==> src/rtl/reset_pkg.sv <==
// Shared definitions for the reset sequencer: FSM state encoding and counter sizing.
package reset_pkg;

  localparam logic [1:0] ST_ASSERT  = 2'd0;
  localparam logic [1:0] ST_STRETCH = 2'd1;
  localparam logic [1:0] ST_RELEASE = 2'd2;
  localparam logic [1:0] ST_RUN     = 2'd3;

  // Bits needed to hold the larger of two terminal counts.
  function automatic int cnt_width(input int a, input int b);
    int m;
    m = (a > b) ? a : b;
    return $clog2(m + 1);
  endfunction

endpackage

==> src/rtl/reset_sync.sv <==
// Async-assert / sync-deassert reset synchronizer, SYNC_STAGES flops deep.
module reset_sync #(
  parameter int SYNC_STAGES = 2
) (
  input  logic clk,
  input  logic rst_async,
  output logic rst_sync
);

  if (SYNC_STAGES < 2) begin : g_bad_stages
    $error("reset_sync: SYNC_STAGES must be >= 2");
  end

  logic [SYNC_STAGES-1:0] stages;

  always_ff @(posedge clk or posedge rst_async) begin
    if (rst_async) stages <= '1;
    else           stages <= {stages[SYNC_STAGES-2:0], 1'b0};
  end

  assign rst_sync = stages[SYNC_STAGES-1];

endmodule

==> src/rtl/reset_sequencer.sv <==
// Produces ordered synchronous resets from a board-level async reset, with
// stretch, staggered release and a software-requested reset with acknowledge.
//
// state      | meaning
// ASSERT     | all outputs asserted, waiting for synchronized release
// STRETCH    | all outputs asserted, counting STRETCH_CYCLES (hold restarts)
// RELEASE    | deasserting rst_out bits one per STAGE_GAP cycles
// RUN        | all outputs released, ready high, accepting sw_rst_req
module reset_sequencer
  import reset_pkg::*;
#(
  parameter int SYNC_STAGES    = 2,
  parameter int STRETCH_CYCLES = 16,
  parameter int NUM_OUT        = 3,
  parameter int STAGE_GAP      = 4
) (
  input  logic               clk,
  input  logic               rst_async,
  input  logic               sw_rst_req,
  input  logic               hold,
  output logic [NUM_OUT-1:0] rst_out,
  output logic               ready,
  output logic               sw_rst_ack
);

  if (STRETCH_CYCLES < 1) begin : g_bad_stretch
    $error("reset_sequencer: STRETCH_CYCLES must be >= 1");
  end
  if (NUM_OUT < 1) begin : g_bad_num_out
    $error("reset_sequencer: NUM_OUT must be >= 1");
  end
  if (STAGE_GAP < 1) begin : g_bad_gap
    $error("reset_sequencer: STAGE_GAP must be >= 1");
  end

  localparam int CW = cnt_width(STRETCH_CYCLES, STAGE_GAP);
  localparam int IW = $clog2(NUM_OUT + 1);
  localparam logic [CW-1:0] STRETCH_LAST = CW'(STRETCH_CYCLES - 1);
  localparam logic [CW-1:0] GAP_LAST     = CW'(STAGE_GAP - 1);
  localparam logic [IW-1:0] IDX_LAST     = IW'(NUM_OUT - 1);

  logic          rst_int;
  logic [1:0]    state;
  logic [CW-1:0] cnt;
  logic [IW-1:0] idx;
  logic          sw_pending;

  reset_sync #(.SYNC_STAGES(SYNC_STAGES)) u_sync (
    .clk      (clk),
    .rst_async(rst_async),
    .rst_sync (rst_int)
  );

  always_ff @(posedge clk or posedge rst_async) begin
    if (rst_async) begin
      state      <= ST_ASSERT;
      cnt        <= '0;
      idx        <= '0;
      rst_out    <= '1;
      ready      <= 1'b0;
      sw_rst_ack <= 1'b0;
      sw_pending <= 1'b0;
    end else begin
      sw_rst_ack <= 1'b0;
      case (state)
        // The edge that leaves ASSERT is the first stretch cycle, so the
        // power-on release lands SYNC_STAGES + STRETCH_CYCLES edges out.
        ST_ASSERT, ST_STRETCH: begin
          if (state == ST_STRETCH || !rst_int) begin
            if (hold) begin
              state <= ST_STRETCH;
              cnt   <= '0;
            end else if (cnt == STRETCH_LAST) begin
              rst_out[0] <= 1'b0;
              cnt        <= '0;
              idx        <= IW'(1);
              if (NUM_OUT == 1) begin
                state      <= ST_RUN;
                ready      <= 1'b1;
                sw_rst_ack <= sw_pending;
                sw_pending <= 1'b0;
              end else begin
                state <= ST_RELEASE;
              end
            end else begin
              state <= ST_STRETCH;
              cnt   <= cnt + 1'b1;
            end
          end
        end
        ST_RELEASE: begin
          if (cnt == GAP_LAST) begin
            rst_out <= rst_out & ~(NUM_OUT'(1) << idx);
            idx     <= idx + 1'b1;
            cnt     <= '0;
            if (idx == IDX_LAST) begin
              state      <= ST_RUN;
              ready      <= 1'b1;
              sw_rst_ack <= sw_pending;
              sw_pending <= 1'b0;
            end
          end else begin
            cnt <= cnt + 1'b1;
          end
        end
        ST_RUN: begin
          if (sw_rst_req) begin
            rst_out    <= '1;
            ready      <= 1'b0;
            sw_pending <= 1'b1;
            cnt        <= '0;
            state      <= ST_STRETCH;
          end
        end
        default: state <= ST_ASSERT;
      endcase
    end
  end

endmodule

==> config.mk <==
export PLATFORM = sky130hd
export DESIGN_NAME = reset_sequencer
export DESIGN_NICKNAME = d
export VERILOG_FILES = /design/src/rtl/reset_pkg.sv /design/src/rtl/reset_sync.sv /design/src/rtl/reset_sequencer.sv
export SDC_FILE = /design/constraint.sdc
export NUM_CORES = 1
export LEC_CHECK = 0
export CELL_PAD_IN_SITES_DETAIL_PLACEMENT = 0
export CELL_PAD_IN_SITES_GLOBAL_PLACEMENT = 2
export CORE_MARGIN = 3
export CORE_UTILIZATION = 35
export CTS_CLUSTER_SIZE = 8
export DETAILED_ROUTE_END_ITERATION = 8
export PLACE_DENSITY = 0.82
export SKIP_CTS_REPAIR_TIMING = 1
export SLEW_MARGIN = 0
export SYNTH_ARGS = -nofsm -noshare
export SYNTH_HDL_FRONTEND = slang
export SYNTH_SLANG_ARGS = --single-unit
==> constraint.sdc <==
create_clock -name clk -period 1.91 [get_ports clk]
set_input_delay 0.382 -clock clk [delete_from_list [all_inputs] [get_ports clk]]
set_output_delay 0.382 -clock clk [all_outputs]
set_load 0.05 [all_outputs]
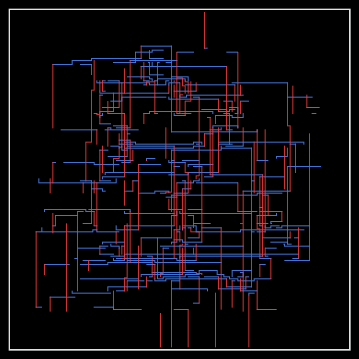
Fig. 1. Routed metal, one color a layer (run 1).
(6 px per µm) Two of the layers only.
layer	color	wire length
met1	blue	933 µm
met2	red	834 µm
via count: 693
average routed wire per standard cell: 14.0 µm

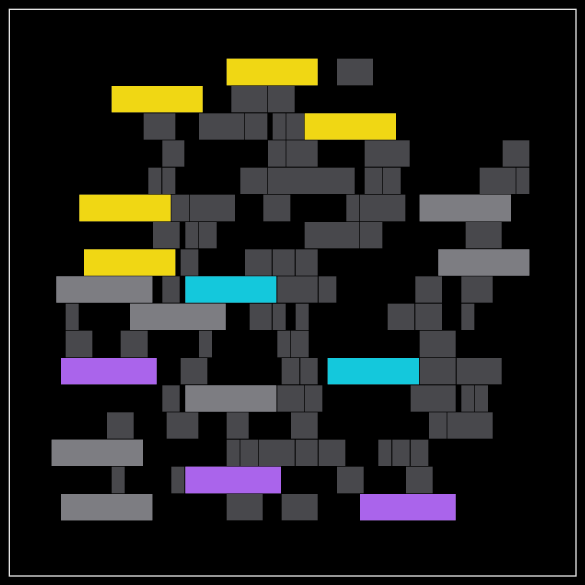
Fig. 2. Register map, names as in the netlist (run 1).
(10 px per µm) Other sequential cells in the stronger gray, the rest of the logic in the fainter gray.
signal	color	flops
`state`	cyan	2
`cnt`	yellow	5
`rst_out`	purple	3
power of the sequential group: 436 µW
area used by sequential logic in the layout: 432 µm²
Seq/total area: 40.3%
fraction of the core area covered by cells at the end of the flow: 46.2%

==> impl_report.txt, run 1 <==
==== FLOW RESULTS ====
----------------------------------------------------
[Yosys]
  Simple share ........................ 23.0%
  Share of the yosys chip area belonging to registers ........................ 48.3%
  Share of synthesized cell area in full adder, half adder and majority cells ........................ 7.00%
  Number of enable-type register cells in the synthesized netlist ........................ 0
  Seq cells post-synth ........................ 17
  Fraction of the mapped netlist area in compound gates ........................ 14.7%
  Top logic cell family in the synthesized netlist ........................ simple AND/OR/NAND/NOR gates
  Top area cells in the synthesized netlist ........................ sky130_fd_sc_hd__dfrtp_1, sky130_fd_sc_hd__dfstp_2, sky130_fd_sc_hd__ha_1
  Dominant cell type by area after synthesis ........................ sky130_fd_sc_hd__dfrtp_1
  Synth unique cells ........................ 33

[Finish]
  Most frequent logic cell in the layout ........................ sky130_fd_sc_hd__dfrtp_1
  # nets final ........................ 112

[Final timing]
  Count of final hold-check violations ........................ 0
  Rel. slew slack ........................ 66.8%
  Unrepaired setup endpoints after global routing ........................ false
  Clock tree skew after final layout ........................ 0.0120 ns
  Top achievable clock speed ........................ 543 MHz

[Setup path]
  Cells traversed along the worst timing path ........................ clkdlybuf4s50_1
  Critical Path Stages ........................ 1
  Terminus of the critical flop-to-flop path ........................ cnt[2]
  Nature of the critical path startpoint ........................ register
  Bufs and invs on worst path ........................ 1
  Number of cell instances on the worst register-to-register path ........................ 5

[Worst hold path]
  Worst Hold Launch ........................ u_sync.stages[0]
  Cell depth of the worst hold path ........................ 0

[Route]
  Post-route antenna net violation count ........................ 0

[Placed design]
  Placer's final routability congestion estimate ........................ 0.773
  DP Cell Count ........................ 126
  Half-perimeter wire length after placement ........................ 1340 µm

[Floorplan]
  Number of placement rows ........................ 17

[Run]
  Max-capacitance violation count ........................ 0
  Tool warnings ........................ 28

[Status]
  Outcome ........................ finished, final reports clean

[Power]
  Max IR drop VDD ........................ 0.518 mV

[CTS]
  Insertion Delay late pin ........................ 0.30 ns

[Global routing]
  Initial antenna violation count ........................ 0

----------------------------------------------------
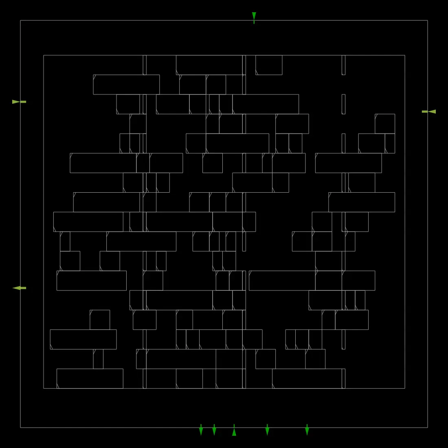
Fig. 3. Placed standard cells (run 1).
Core Box Area: 0.00232 mm²
number of fill cells in the layout: 224
Post-Layout Cell Count: 130
num tapcells: 28

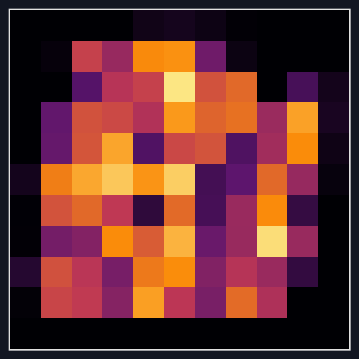
Fig. 4. Cell area per tile (run 1).
(6 px per µm) The die is cut into 11 by 11 equal tiles; black is low, pale yellow is high, 0 to 100% covered.
densest ninth of the die	middle
tiles over 75% full	12%
fullest tile	95%
emptiest ninth of the die	top right
mean over tiles	33%
floorplan core density: 38.5%

run 1: cell type report:
cell class	count	area [µm²]	share of cell area [%]
timing repair buffer	14	118	11.0
multi-input combinational	63	443	41.3
tap	28	35.0	3.27
clock inverter	1	7.51	0.700
sequential	17	432	40.3
clock buffer	3	22.5	2.10
inverter	4	15.0	1.40
run 1: metrics by stage:
stage	util, %	power [mW]	area [µm²]	hold WS (ns)
2_1_floorplan	-	0.561	893	0.304
3_3_place_gp	45.0	0.620	1040	0.345
3_5_place_dp	45.0	0.623	1040	0.347
4_1_cts	46.2	0.833	1070	0.365
5_1_grt	46.2	0.873	1070	0.375
6_report	46.2	0.819	1070	0.364
run 1: cell families after synthesis:
family,after synthesis
AND-OR/OR-AND,18
XOR/XNOR,1
adder cells (fa/ha/maj),5
buffers and inverters,5
flip-flops,17
multiplexers,3
other,1
AND/OR/NAND/NOR,35
run 1: registers in the layout (all words and copies together), names as in the netlist:
name           count
cnt                5
idx                2
ready              1
rst_out            3
state              2
sw_pending         1
sw_rst_ack         1
u_sync.stages      2
run 1: where the power goes:
part	internal (mW)	switching, mW	leakage (nW)	total [mW]
sequential	0.399	0.0372	0.205	0.436
combinational	0.0823	0.0954	0.248	0.178
clock	0.0796	0.126	0.0139	0.205
total	0.561	0.258	0.467	0.819
run 1: layer usage:
metal | track usage, % | vias to the layer above | wire length (µm)
met5 | 0 | - | 0
met4 | 5.08 | 0 | 13
met3 | 3.22 | 2 | 40
met2 | 19.6 | 5 | 834
met1 | 16.4 | 345 | 933
li1 | - | 341 | -
Fig. 5: run 1, cells colored by class
(4 px per µm)
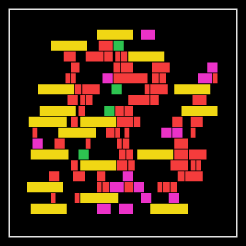

## Run 2: what changed since run 1
==> constraint.sdc (replaced) <==
create_clock -name clk -period 1.91 [get_ports clk]
set_input_delay 0.382 -clock clk [delete_from_list [all_inputs] [get_ports clk]]
set_output_delay 0.382 -clock clk [all_outputs]
set_load 0.02 [all_outputs]
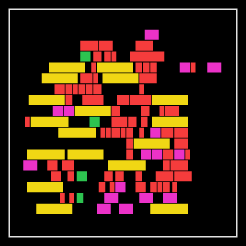
Fig. 6. Cells colored by class (run 2).
(4 px per µm)
class	color	cells
flip-flops	yellow	17
all other logic	red	67
other buffers and delay cells	magenta	16
clock drivers and dummy loads	green	4
final non-filler cell area: 0.00109 mm²
Seq/total area: 39.4%
fraction of the core area covered by cells at the end of the flow: 47.2%
number of placement rows: 17

==> impl_report.txt, run 2 <==
==== FLOW RESULTS ====
----------------------------------------------------
[Final timing]
  Final-report max-slew violation count ........................ 0
  Count of final hold-check violations ........................ 0
  Final count of negative-setup-slack endpoints ........................ 0
  Smallest hold slack ........................ 0.362 ns
  Top achievable clock speed ........................ 547 MHz
  Summed negative setup slack over all endpoints ........................ 0 ns
  Unrepaired setup endpoints after global routing ........................ false

[Global routing]
  First-pass GRT wire length ........................ 3150 µm
  Remaining global-route overflow ........................ 0
  Total GRT Usage ........................ 12.6%
  Initial antenna violation count ........................ 0
  Pin count of the biggest net entering global routing ........................ 18
  Fraction of met3 tracks used by global routing ........................ 2.07%
  Met2 track demand over resource ........................ 19.1%
  GRT Max-Usage Layer ........................ met2
  Met1 capacity usage during global routing ........................ 17.0%

[Finish]
  Biggest registers after layout ........................ cnt x5, rst_out x3
  Register with the most flip-flops ........................ cnt
  Number of flip-flops under the largest register name ........................ 5
  Most frequent logic cell in the layout ........................ sky130_fd_sc_hd__dfrtp_1
  Post-Layout Cell Count ........................ 132
  # nets final ........................ 114
  Number of fill cells in the layout ........................ 223
  Layout overhead on the synthesized area ........................ 22.5%

[Yosys]
  Seq cells post-synth ........................ 17
  Dominant cell type by area after synthesis ........................ sky130_fd_sc_hd__dfrtp_1
  Share of the yosys chip area belonging to registers ........................ 48.3%
  Dominant cell by count in the synthesized netlist ........................ sky130_fd_sc_hd__dfrtp_1
  Number of enable-type register cells in the synthesized netlist ........................ 0
  Top area cells in the synthesized netlist ........................ sky130_fd_sc_hd__dfrtp_1, sky130_fd_sc_hd__dfstp_2, sky130_fd_sc_hd__ha_1
  Count of instantiated cells in the yosys netlist ........................ 85

[Setup path]
  Nature of the critical path startpoint ........................ register
  Bufs and invs on worst path ........................ 1
  Delay of the slowest cell on the worst path ........................ 0.60 ns
  Worst Setup Path Type ........................ register to output pin
  Cell type of the slowest stage on the worst timing path ........................ sky130_fd_sc_hd__clkdlybuf4s50_1
  Cells traversed along the worst timing path ........................ clkdlybuf4s50_1

[CTS]
  Insertion Delay late pin ........................ 0.30 ns
  Maximum root-to-sink buffer count ........................ 2
  TritonCTS buffer count ........................ 3

[Placed design]
  Placer's final routability congestion estimate ........................ 0.777
  Half-perimeter wire length after placement ........................ 1270 µm
  DP Cell Count ........................ 127
  Post-placement cell area ........................ 0.00106 mm²

[Route]
  Met3 Wirelength ........................ 50 µm
  Post-route antenna net violation count ........................ 0
  Routed length on met2 ........................ 797 µm
  WL met1 ........................ 837 µm
  Max Used Layer ........................ met4
  Via count ........................ 693

[Run]
  Max-capacitance violation count ........................ 0
  Tool warnings ........................ 28

[Power]
  Final total power ........................ 813 µW
  Leakage ........................ 0.479 nW
  Max IR drop VDD ........................ 0.429 mV

[Floorplan]
  Floorplan core density ........................ 38.5%
  Core Box Area ........................ 0.00232 mm²

[Status]
  Outcome ........................ finished, final reports clean

----------------------------------------------------
## run 2: cell count changes in the layout (fill, tap and decap cells not counted)
cell / before / now
sky130_fd_sc_hd__ha_1: 5 / 4
sky130_fd_sc_hd__clkdlybuf4s50_1: 5 / 8
sky130_fd_sc_hd__clkinvlp_4: 1 / 0
sky130_fd_sc_hd__ha_2: 0 / 1
sky130_fd_sc_hd__clkinv_2: 0 / 1
sky130_fd_sc_hd__buf_4: 9 / 8
## run 2: final cells by class
type                       count  area, µm²  area share [%]
tap                           28       35.0            3.20
inverter                       4       15.0            1.37
multi-input combinational     63        445            40.7
sequential                    17        432            39.4
clock buffer                   3       22.5            2.06
timing repair buffer          16        140            12.8
clock inverter                 1       5.00           0.457
## run 2: final timing paths
| check | startpoint | to | slack (ns) | cells after the start |
|---|---|---|---|---|
| setup / recovery | rst_out[1] | rst_out[1] | 0.08 | 1 |
| hold / removal | u_sync.stages[0] | u_sync.stages[1] | 0.36 | 0 |
| setup reg to reg | cnt[1] | idx[1] | 0.19 | 6 |
| hold reg to reg | u_sync.stages[0] | u_sync.stages[1] | 0.36 | 0 |
| max in group asynchronous | rst_async | rst_out[2] | 1.26 | 3 |
| min in group asynchronous | rst_async | idx[1] | 0.39 | 3 |
## run 2: where the power goes
| group | internal (mW) | switching, mW |
|---|---|---|
| logic | 0.0915 | 0.0858 |
| clock network | 0.0781 | 0.122 |
| registers | 0.399 | 0.0371 |
| total | 0.568 | 0.245 |
## run 2: cells by family (layout without fill, tap and decap cells)
logic type                 count (synthesis)  after routing  synth area share, %
xor gates and xnor gates                   1              1                0.981
buffers and inverters                      5             24                 2.10
AOI/OAI and AO/OA                         18             18                 14.7
adders and majority gates                  5              5                 7.00
muxes                                      3              3                 3.50
and+or+nand+nor                           35             35                 23.0
other                                      1              1                0.420
DFF                                       17             17                 48.3
Fig. 7: run 2, met3 routing
(6 px per µm)
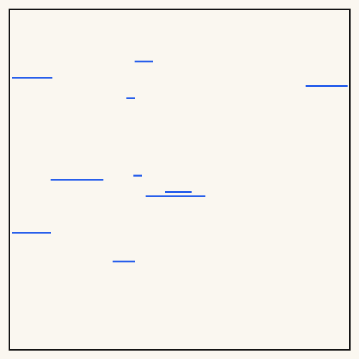

## Run 3: what changed since run 2
--- a/config.mk
+++ b/config.mk
@@ -8,10 +8,11 @@
 export CELL_PAD_IN_SITES_DETAIL_PLACEMENT = 0
 export CELL_PAD_IN_SITES_GLOBAL_PLACEMENT = 2
 export CORE_MARGIN = 3
-export CORE_UTILIZATION = 35
+export CORE_UTILIZATION = 37
+export CTS_BUF_LIST = sky130_fd_sc_hd__clkbuf_4 sky130_fd_sc_hd__clkbuf_8
 export CTS_CLUSTER_SIZE = 8
 export DETAILED_ROUTE_END_ITERATION = 8
-export PLACE_DENSITY = 0.82
+export PLACE_DENSITY = 0.85
 export SKIP_CTS_REPAIR_TIMING = 1
 export SLEW_MARGIN = 0
 export SYNTH_ARGS = -nofsm -noshare
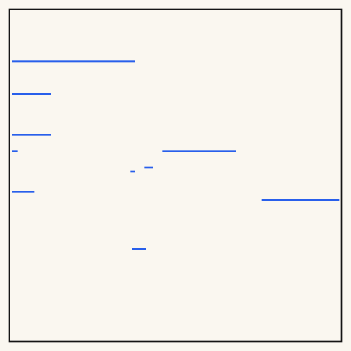
Fig. 8. Met3 routing (run 3).
(6 px per µm)
longest straight run	20.2 µm
wire length on this layer	64.9 µm
main direction	horizontal
nets with wire on the layer	8
fraction of met3 tracks used by global routing: 2.41%
via count: 676
total detailed-routing wirelength: 1720 µm

==> impl_report.txt, run 3 <==
==== FLOW RESULTS ====
----------------------------------------------------
[Finish]
  Biggest registers after layout ........................ cnt x5, rst_out x3
  Layout overhead on the synthesized area ........................ 21.4%
  # nets final ........................ 113
  Most frequent logic cell in the layout ........................ sky130_fd_sc_hd__dfrtp_1

[Global routing]
  Pin count of the biggest net entering global routing ........................ 18
  Total GRT Usage ........................ 13.4%
  First-pass GRT wire length ........................ 2820 µm
  Initial antenna violation count ........................ 0
  Remaining global-route overflow ........................ 0

[Worst hold path]
  Cell depth of the worst hold path ........................ 0
  Worst hold path endpoint ........................ u_sync.stages[1]

[Setup path]
  Cell type of the slowest stage on the worst timing path ........................ sky130_fd_sc_hd__clkdlybuf4s50_1
  Terminus of the critical flop-to-flop path ........................ idx[1]
  Number of cell instances on the worst register-to-register path ........................ 6
  Nature of the critical path startpoint ........................ register
  Cells traversed along the worst timing path ........................ clkdlybuf4s50_1
  Bufs and invs on worst path ........................ 1
  Worst-case register-to-register setup slack ........................ 0.19 ns
  Delay of the slowest cell on the worst path ........................ 0.60 ns
  Reg-to-reg startpoint ........................ cnt[0]

[Yosys]
  Number of enable-type register cells in the synthesized netlist ........................ 0
  Synth unique cells ........................ 33
  Share of the yosys chip area belonging to registers ........................ 48.3%
  Top logic cell family in the synthesized netlist ........................ simple AND/OR/NAND/NOR gates
  Share of synthesized cell area in full adder, half adder and majority cells ........................ 7.00%
  Dominant cell by count in the synthesized netlist ........................ sky130_fd_sc_hd__dfrtp_1
  Seq cells post-synth ........................ 17
  Count of instantiated cells in the yosys netlist ........................ 85
  Fraction of the mapped netlist area in compound gates ........................ 14.7%
  Dominant cell type by area after synthesis ........................ sky130_fd_sc_hd__dfrtp_1
  Top area cells in the synthesized netlist ........................ sky130_fd_sc_hd__dfrtp_1, sky130_fd_sc_hd__dfstp_2, sky130_fd_sc_hd__ha_1
  Simple share ........................ 23.0%
  XOR Share, Synth ........................ 0.980%

[CTS]
  Maximum root-to-sink buffer count ........................ 2
  TritonCTS buffer count ........................ 3

[Placed design]
  Placer's final routability congestion estimate ........................ 0.762
  Half-perimeter wire length after placement ........................ 1270 µm

[Run]
  Tool warnings ........................ 28

[Final timing]
  Count of final hold-check violations ........................ 0
  Top achievable clock speed ........................ 547 MHz
  Final-report max-slew violation count ........................ 0
  Unrepaired setup endpoints after global routing ........................ false

[Floorplan]
  Number of placement rows ........................ 17
  Core Box Area ........................ 0.00225 mm²

[Status]
  Outcome ........................ finished, final reports clean

[Power]
  Leakage ........................ 0.477 nW

[Route]
  Post-route antenna net violation count ........................ 0

----------------------------------------------------
[run 3: kinds of logic after synthesis]
kind of cell,count (synthesis)
adders and majority gates,5
other,1
muxes,3
DFF,17
and+or+nand+nor,35
AOI/OAI and AO/OA,18
buffers and inverters,5
xor gates and xnor gates,1
[run 3: layout make-up]
cell class              count  area (µm²)
clock buffers               3        22.5
clock inverters             1        5.00
fillers                   228        1170
inverters                   4        15.0
multi-input cells          63         443
flip-flops and latches     17         432
well taps                  28        35.0
repair buffers             15         133
[run 3: metal layers]
layer  GRT usage, %  routed length (µm)  share of wire [%]  vias to the layer above
met3           2.41                  64                3.7                        4
met4           7.29                  31                1.8                        0
met1           18.3                 856                 50                      320
met2           19.9                 766                 45                       11
li1               -                   -                  -                      341
met5              0                   0                  0                        -
[run 3: how the worst max path moves through the flow]
stage,from,to,slack [ns],cells past startpoint
2_1_floorplan,cnt[0],cnt[2],0.23,5
3_3_place_gp,sw_rst_req,cnt[2],0.13,5
3_5_place_dp,sw_rst_req,cnt[2],0.11,5
4_1_cts,rst_out[1],rst_out[1],0.07,1
5_1_grt,rst_out[2],rst_out[2],0.03,1
6_report,rst_out[1],rst_out[1],0.08,1
[run 3: metrics by stage]
stage               power, mW  instance area, µm²  hold slack [ns]  std cells  util (%)
floorplan               0.548                 893            0.304         85         -
detailed placement      0.615                1060            0.353        127      46.9
CTS                     0.819                1080            0.366        131      48.1
global placement        0.611                1060            0.348        127      46.9
global route            0.862                1080            0.356        131      48.1
finish                  0.804                1080            0.361        131      48.1
[run 3: where the power goes]
group | leakage, nW | switching (mW) | total, mW | internal [mW]
clock network | 0.0177 | 0.119 | 0.198 | 0.0781
logic | 0.254 | 0.0869 | 0.174 | 0.0869
registers | 0.205 | 0.0341 | 0.433 | 0.399
No activity file was given, so power comes from the tool's default toggle rates.
